Logic cells by family:
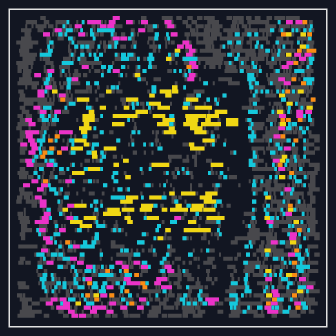
Cells coloured by class:
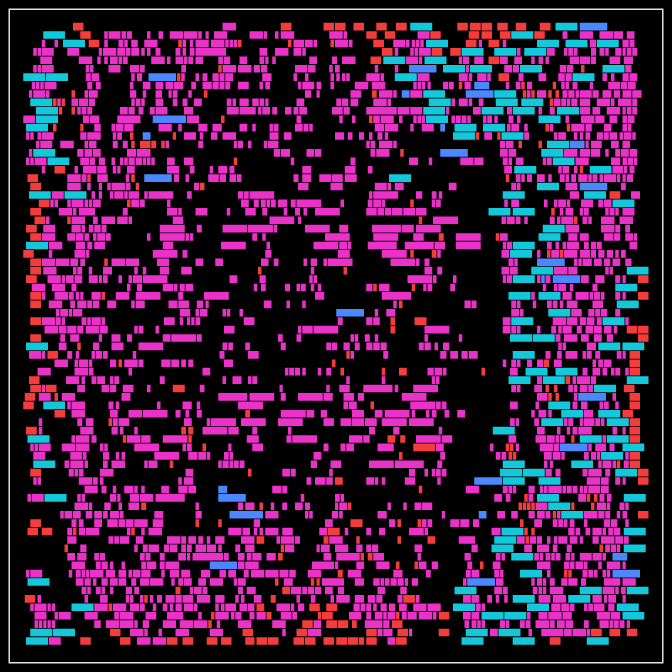
Clock routing:
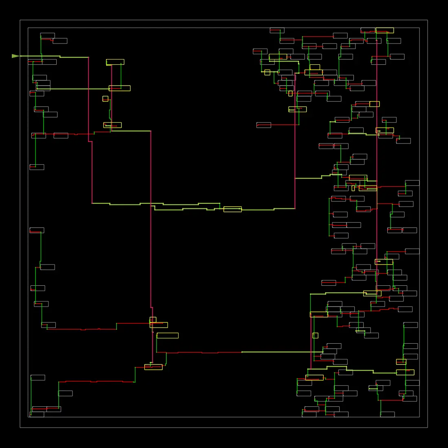
**config.mk**
```make
export PLATFORM = sky130hd
export DESIGN_NAME = seq_alu
export DESIGN_NICKNAME = d
export VERILOG_FILES = /design/src/rtl/seq_alu.sv
export SDC_FILE = /design/constraint.sdc
export NUM_CORES = 1
export LEC_CHECK = 0
export CORE_MARGIN = 4
export CORE_UTILIZATION = 40
export DETAILED_ROUTE_END_ITERATION = 6
export GPL_TIMING_DRIVEN = 0
export SLEW_MARGIN = 20
export SYNTH_ARGS = -nofsm -noshare
export SYNTH_HDL_FRONTEND = slang
export SYNTH_SLANG_ARGS = --single-unit
```
**constraint.sdc**
```tcl
create_clock -name clk -period 7.78 [get_ports clk]
set_input_delay 2.334 -clock clk [delete_from_list [all_inputs] [get_ports clk]]
set_output_delay 2.334 -clock clk [all_outputs]
set_load 0.03 [all_outputs]
```
**src/rtl/seq_alu.sv**
```systemverilog
// seq_alu: registered multi-cycle ALU with a valid/ready handshake and an iterative shift-add multiplier.
// Optional unsigned restoring divider (DIVU, funct 001001) is enabled by defining SEQ_ALU_DIV_EN.
module seq_alu #(
    parameter int WIDTH = 32,
    parameter int SHW   = $clog2(WIDTH)
) (
    input  logic             clk,
    input  logic             rst,
    input  logic             in_valid,
    output logic             in_ready,
    input  logic [5:0]       OpCode,
    input  logic [5:0]       funct,
    input  logic [WIDTH-1:0] rs_in,
    input  logic [WIDTH-1:0] Oper2,
    output logic             out_valid,
    input  logic             out_ready,
    output logic [WIDTH-1:0] Alu_ans,
    output logic             Zflag,
    output logic             illegal,
    output logic             busy
);

`ifdef SEQ_ALU_DIV_EN
    typedef enum logic [1:0] {IDLE, MUL, DIV, DONE} state_t;
`else
    typedef enum logic [1:0] {IDLE, MUL, DONE} state_t;
`endif

    typedef enum logic [3:0] {
        OP_ADD, OP_SUB, OP_AND, OP_OR, OP_SLTU, OP_SLT,
        OP_SLL, OP_SRL, OP_MUL, OP_DIV, OP_ILL
    } op_t;

    state_t           state_reg, state_next;
    op_t              op_kind;
    logic [WIDTH-1:0] alu_result;
    logic [WIDTH-1:0] a_reg, b_reg, acc_reg;
    logic [SHW-1:0]   cnt_reg;
    logic             cnt_last;
    logic [WIDTH-1:0] ans_reg;
    logic             zflag_reg, illegal_reg;
    logic [WIDTH-1:0] mul_acc_next;
    logic             accept;

    // Opcode / funct decode
    always_comb begin
        op_kind = OP_ILL;
        case (OpCode)
            6'b000000, 6'b000001: op_kind = OP_ADD;
            6'b000011:            op_kind = OP_SUB;
            6'b000010: begin
                case (funct)
                    6'b000000: op_kind = OP_ADD;
                    6'b000001: op_kind = OP_SUB;
                    6'b000010: op_kind = OP_AND;
                    6'b000011: op_kind = OP_OR;
                    6'b000100: op_kind = OP_SLTU;
                    6'b000101: op_kind = OP_SLT;
                    6'b000110: op_kind = OP_SLL;
                    6'b000111: op_kind = OP_SRL;
                    6'b001000: op_kind = OP_MUL;
`ifdef SEQ_ALU_DIV_EN
                    6'b001001: op_kind = OP_DIV;
`endif
                    default:   op_kind = OP_ILL;
                endcase
            end
            default: op_kind = OP_ILL;
        endcase
    end

    // Logarithmic barrel shifters; stage gi shifts by 2**gi when Oper2[gi] is set
    logic [WIDTH-1:0] sll_stage [0:SHW];
    logic [WIDTH-1:0] srl_stage [0:SHW];

    assign sll_stage[0] = rs_in;
    assign srl_stage[0] = rs_in;

    genvar gi;
    generate
        for (gi = 0; gi < SHW; gi++) begin : g_shift
            assign sll_stage[gi+1] = Oper2[gi] ? (sll_stage[gi] << (2**gi)) : sll_stage[gi];
            assign srl_stage[gi+1] = Oper2[gi] ? (srl_stage[gi] >> (2**gi)) : srl_stage[gi];
        end
    endgenerate

    always_comb begin
        alu_result = '0;
        case (op_kind)
            OP_ADD:  alu_result = rs_in + Oper2;
            OP_SUB:  alu_result = rs_in - Oper2;
            OP_AND:  alu_result = rs_in & Oper2;
            OP_OR:   alu_result = rs_in | Oper2;
            OP_SLTU: alu_result = {{(WIDTH-1){1'b0}}, (rs_in < Oper2)};
            OP_SLT:  alu_result = {{(WIDTH-1){1'b0}}, ($signed(rs_in) < $signed(Oper2))};
            OP_SLL:  alu_result = sll_stage[SHW];
            OP_SRL:  alu_result = srl_stage[SHW];
            default: alu_result = '0;
        endcase
    end

    // Shift-add step: a_reg is the multiplicand moving left, b_reg the multiplier moving right
    assign mul_acc_next = b_reg[0] ? (acc_reg + a_reg) : acc_reg;
    assign cnt_last     = (cnt_reg == SHW'(WIDTH - 1));

`ifdef SEQ_ALU_DIV_EN
    // Restoring divide: acc_reg is the partial remainder, b_reg shifts the dividend out and the quotient in
    logic [WIDTH:0]   rem_shift;
    logic [WIDTH-1:0] rem_diff;
    logic             rem_ge;
    logic [WIDTH-1:0] div_rem_next, div_q_next;

    assign rem_shift    = {acc_reg, b_reg[WIDTH-1]};
    assign rem_ge       = (rem_shift >= {1'b0, a_reg});
    assign rem_diff     = rem_shift[WIDTH-1:0] - a_reg;
    assign div_rem_next = rem_ge ? rem_diff : rem_shift[WIDTH-1:0];
    assign div_q_next   = {b_reg[WIDTH-2:0], rem_ge};
`endif

    always_ff @(posedge clk) begin
        if (rst) begin
            state_reg <= IDLE;
        end else begin
            state_reg <= state_next;
        end
    end

    always_comb begin
        state_next = state_reg;
        in_ready   = 1'b0;
        out_valid  = 1'b0;
        busy       = 1'b1;
        case (state_reg)
            IDLE: begin
                in_ready = 1'b1;
                busy     = 1'b0;
                if (in_valid) begin
                    if (op_kind == OP_MUL) begin
                        state_next = MUL;
                    end
`ifdef SEQ_ALU_DIV_EN
                    else if (op_kind == OP_DIV) begin
                        state_next = DIV;
                    end
`endif
                    else begin
                        state_next = DONE;
                    end
                end
            end
            MUL: begin
                if (cnt_last) state_next = DONE;
            end
`ifdef SEQ_ALU_DIV_EN
            DIV: begin
                if (cnt_last) state_next = DONE;
            end
`endif
            DONE: begin
                out_valid = 1'b1;
                if (out_ready) state_next = IDLE;
            end
            default: state_next = IDLE;
        endcase
    end

    assign accept = in_valid && in_ready;

    // Datapath registers; DONE leaves everything untouched so the result holds under back-pressure
    always_ff @(posedge clk) begin
        if (rst) begin
            a_reg       <= '0;
            b_reg       <= '0;
            acc_reg     <= '0;
            cnt_reg     <= '0;
            ans_reg     <= '0;
            zflag_reg   <= 1'b0;
            illegal_reg <= 1'b0;
        end else begin
            case (state_reg)
                IDLE: begin
                    if (accept) begin
                        cnt_reg <= '0;
                        acc_reg <= '0;
                        if (op_kind == OP_MUL) begin
                            a_reg <= rs_in;
                            b_reg <= Oper2;
                        end
`ifdef SEQ_ALU_DIV_EN
                        else if (op_kind == OP_DIV) begin
                            a_reg <= Oper2;
                            b_reg <= rs_in;
                        end
`endif
                        else begin
                            ans_reg     <= alu_result;
                            zflag_reg   <= (op_kind != OP_ILL) && (alu_result == '0);
                            illegal_reg <= (op_kind == OP_ILL);
                        end
                    end
                end
                MUL: begin
                    acc_reg <= mul_acc_next;
                    a_reg   <= a_reg << 1;
                    b_reg   <= b_reg >> 1;
                    cnt_reg <= cnt_reg + SHW'(1);
                    if (cnt_last) begin
                        ans_reg     <= mul_acc_next;
                        zflag_reg   <= (mul_acc_next == '0);
                        illegal_reg <= 1'b0;
                    end
                end
`ifdef SEQ_ALU_DIV_EN
                DIV: begin
                    acc_reg <= div_rem_next;
                    b_reg   <= div_q_next;
                    cnt_reg <= cnt_reg + SHW'(1);
                    if (cnt_last) begin
                        ans_reg     <= div_q_next;
                        zflag_reg   <= (div_q_next == '0);
                        illegal_reg <= 1'b0;
                    end
                end
`endif
                default: ;
            endcase
        end
    end

    assign Alu_ans = ans_reg;
    assign Zflag   = zflag_reg;
    assign illegal = illegal_reg;

endmodule
```
==> job_summary.md <==
## Implementation flow summary

| Metric | Value |
|---|---|
| Fmax | `128 MHz` |
| Share of synthesized registers carrying an async set or reset | `0%` |
| Detailed Routing Iterations Pass 1 | `7` |
| Critical R2R Launch | `a_reg[2]` |
| Sequence of cells on the critical path | `clkdlybuf4s50_1 > buf_2 > buf_1 > buf_1 > nor3b_1 > mux2i_1 > nor2_1 > a21oi_1 > o211ai_1 > a21oi_1 > nand4_1 > nor4_2 > nand4b_1 > nor4_2 > nand4_1 > o21ai_1` |
| Final WS setup | `-15.3 ps` |
| Slowest CP cell | `buf_1` |
| Total of max-cap violations | `0` |
| Htree depth | `4` |
| Chip Area, Yosys | `16400 um2` |
| Final setup TNS | `-15.3 ps` |
| Post-DRT Antenna Nets | `0` |
| Clk buf depth | `2` |
| Cell depth of the worst hold path | `2` |
| Grt total ovfl | `0` |
| Syn nets | `2394` |
| Worst setup startpoint | `Oper2[1]` |
| Crit. End Element | `flop` |
| Number of global-route vias before repair | `18300` |
| Clock-net power | `845 uW` |
| Final setup fails | `1` |
| DRC Markers | `0` |
| Mean Syn Cell Area | `7.60 um2` |
| Levels on crit path | `16` |
| Min Hold Slack | `450 ps` |
| Share of layout cells above drive strength 1 | `10.1%` |
| Count of library flops with an enable pin | `0` |
| Most Crowded Layer GR | `met2` |
| HP Class | `flop to flop` |
| Post_cts resized | `24` |
| Fillcell total | `4098` |
| P per Cell Area | `128 nW/um2` |
| Die Size | `44400 um2` |
| Sequential-to-total area share from yosys stat | `16.7%` |
| Die X-Extent | `211 um` |
| Clock Sink Count | `137` |
| RD Place Congestion | `1.09` |
| Ys cells | `2164` |
| Pins Over Slew Limit | `0` |
| Most common cell in the netlist | `nor2_1` |
| Sw frac | `39.0%` |
| Initial antenna violation count | `4` |
| Clock network power share | `34.5%` |
| Final min period | `7800 ps` |
| Max_slew headroom | `16.8%` |
| Area leader, netlist | `dfxtp_1` |
| Worst Tran Pin Value | `1250 ps` |
| CTS tree | `built` |
| Net count, final | `2531` |
| Placed Cells | `2816` |
| Post-CTS Setup Bufs | `0` |
| R2R depth | `13` |
| OpenROAD warnings | `108` |
| Type of origin of the critical path | `input pin` |
| Yosys cell types | `98` |
| Layout area overhead | `16.0%` |
| Synth Cell Area | `16400 um2` |
| Met3 usage in global routing | `10.9%` |
| Post-route cell area | `19100 um2` |
| Synth Warn # | `0` |
| Cell Rows | `74` |
| DR vias | `18900` |
| Crit path buf inv count | `4` |
| Main power group | `combinational cells` |
| Sequential Power | `716 uW` |
| Core Box Area | `40700 um2` |
| DRT Wirelength | `90500 um` |
| Most frequent cells after synthesis | `nor2_1 (243), nand2_1 (219), a21oi_1 (212), ha_1 (147), dfxtp_1 (137)` |
| Area leader share | `16.7%` |
| Switching power | `954 uW` |
| Initial detailed-routing violation count | `2186` |
| Top cells by area | `dfxtp_1 (17%), ha_1 (11%), mux4_2 (7.1%), a21oi_1 (6.5%), nor2_1 (5.5%)` |
| Fp util | `40.4%` |
| Met1 Routed Length | `34800 um` |
| Comb power frac | `36.2%` |
| Crit-path max FO | `10` |
| Met3 Wirelength | `9160 um` |
| Top Metal Used | `met5` |
| Worst r2r dst | `Zflag` |
| Grt met2 use | `62.1%` |
| Final Hold Fails | `0` |
| Req. time, crit path | `8200 ps` |
| Number of synthesized register bits | `137` |
| Hold-fix buffers, CTS | `0` |
| Status | `finished, violations left` |
| Leakage | `0.00761 uW` |
| Comb group | `887 uW` |
| Post-DP HPWL | `72400 um` |
| Root Driver | `clkbuf_16` |
| WHS Endpoint | `Alu_ans[11]` |
| Primary FF master, synth | `dfxtp_1` |
| Crit Path Category | `input pin to flop` |
| Flop pwr share | `29.2%` |
| IO Port Bufs | `115` |
| Min-delay src | `Alu_ans[11]` |
| CP peak stage delay | `730 ps` |
| First-pass GRT wire length | `129000 um` |
| Worst setup path end | `Zflag` |
| Met2 wire length | `40400 um` |
| Worst IR drop on VDD | `0.130 mV` |
| Largest net degree at the start of global routing | `21` |
| Placed Area | `18300 um2` |
| Post-layout util | `46.8%` |
| Internal power | `1490 uW` |
| Largest delay share family, worst path | `buffers and inverters` |
| Clk slew on worst S/H paths | `60 ps` |
| Setup WS pre-CTS | `-2380 ps` |
| Vias/cell | `6.66` |
| WP data arrival | `8220 ps` |
| Final Total Pwr | `2450 uW` |
| Cells after Synth | `2164` |
| Final period util | `100%` |
| Failing checks | `setup timing` |
| Most numerous logic cells after layout | `nor2_1 (243), nand2_1 (219), a21oi_1 (212)` |
| Gr usage total | `39.6%` |
| R2R Setup Slk | `3040 ps` |
| Most frequent logic cell in the layout | `nor2_1` |
| Num ports | `117` |
| Avg WL per Cell | `31.8 um` |
| M1 GR Usage | `48.7%` |
About 'logic cells by family':
| family | colour | cells |
|---|---|---|
| aoi and oai cells | cyan | 560 |
| fa/ha/maj cells | magenta | 150 |
| mux cells | yellow | 129 |
| xor and xnor cells | orange | 48 |
Layout Cells excl Fill: 2844
logic share of the area: 67.0%

About 'cells coloured by class':
| class | colour | cells |
|---|---|---|
| sequential cells | cyan | 137 |
| remaining buffers and delay cells | red | 280 |
| remaining logic cells | magenta | 1865 |
| clock drivers and dummy loads | blue | 28 |

About 'clock routing':
Worst Skew: 23.0 ps
total CTS buffers: 17
clock buffer count: 21
clk_lat worst skew: 500 ps

==> final cells by class <==
type / count / area (um2) / area share, %
Inverter: 111 / 427 / 2.24
Antenna cell: 2 / 5.00 / 0.0262
Multi-Input combinational cell: 1754 / 12800 / 67.0
Clock buffer: 21 / 470 / 2.47
Timing Repair Buffer: 123 / 1210 / 6.37
Tap cell: 532 / 666 / 3.49
Clock inverter: 7 / 96.3 / 0.505
Buffer: 157 / 669 / 3.51
Sequential cell: 137 / 2740 / 14.4
==> cell families (layout without fill, tap and decap cells) <==
logic type	after synthesis	in the layout	synth area share, %
and+or+nand+nor	730	730	20.7
buffers and inverters	273	419	6.60
DFF	137	137	16.7
AOI/OAI and AO/OA	697	697	29.3
adders and majority gates	150	150	11.6
other	0	2	0
xor gates and xnor gates	48	48	2.56
muxes	129	129	12.6
Power is estimated from default activity; no workload was simulated.
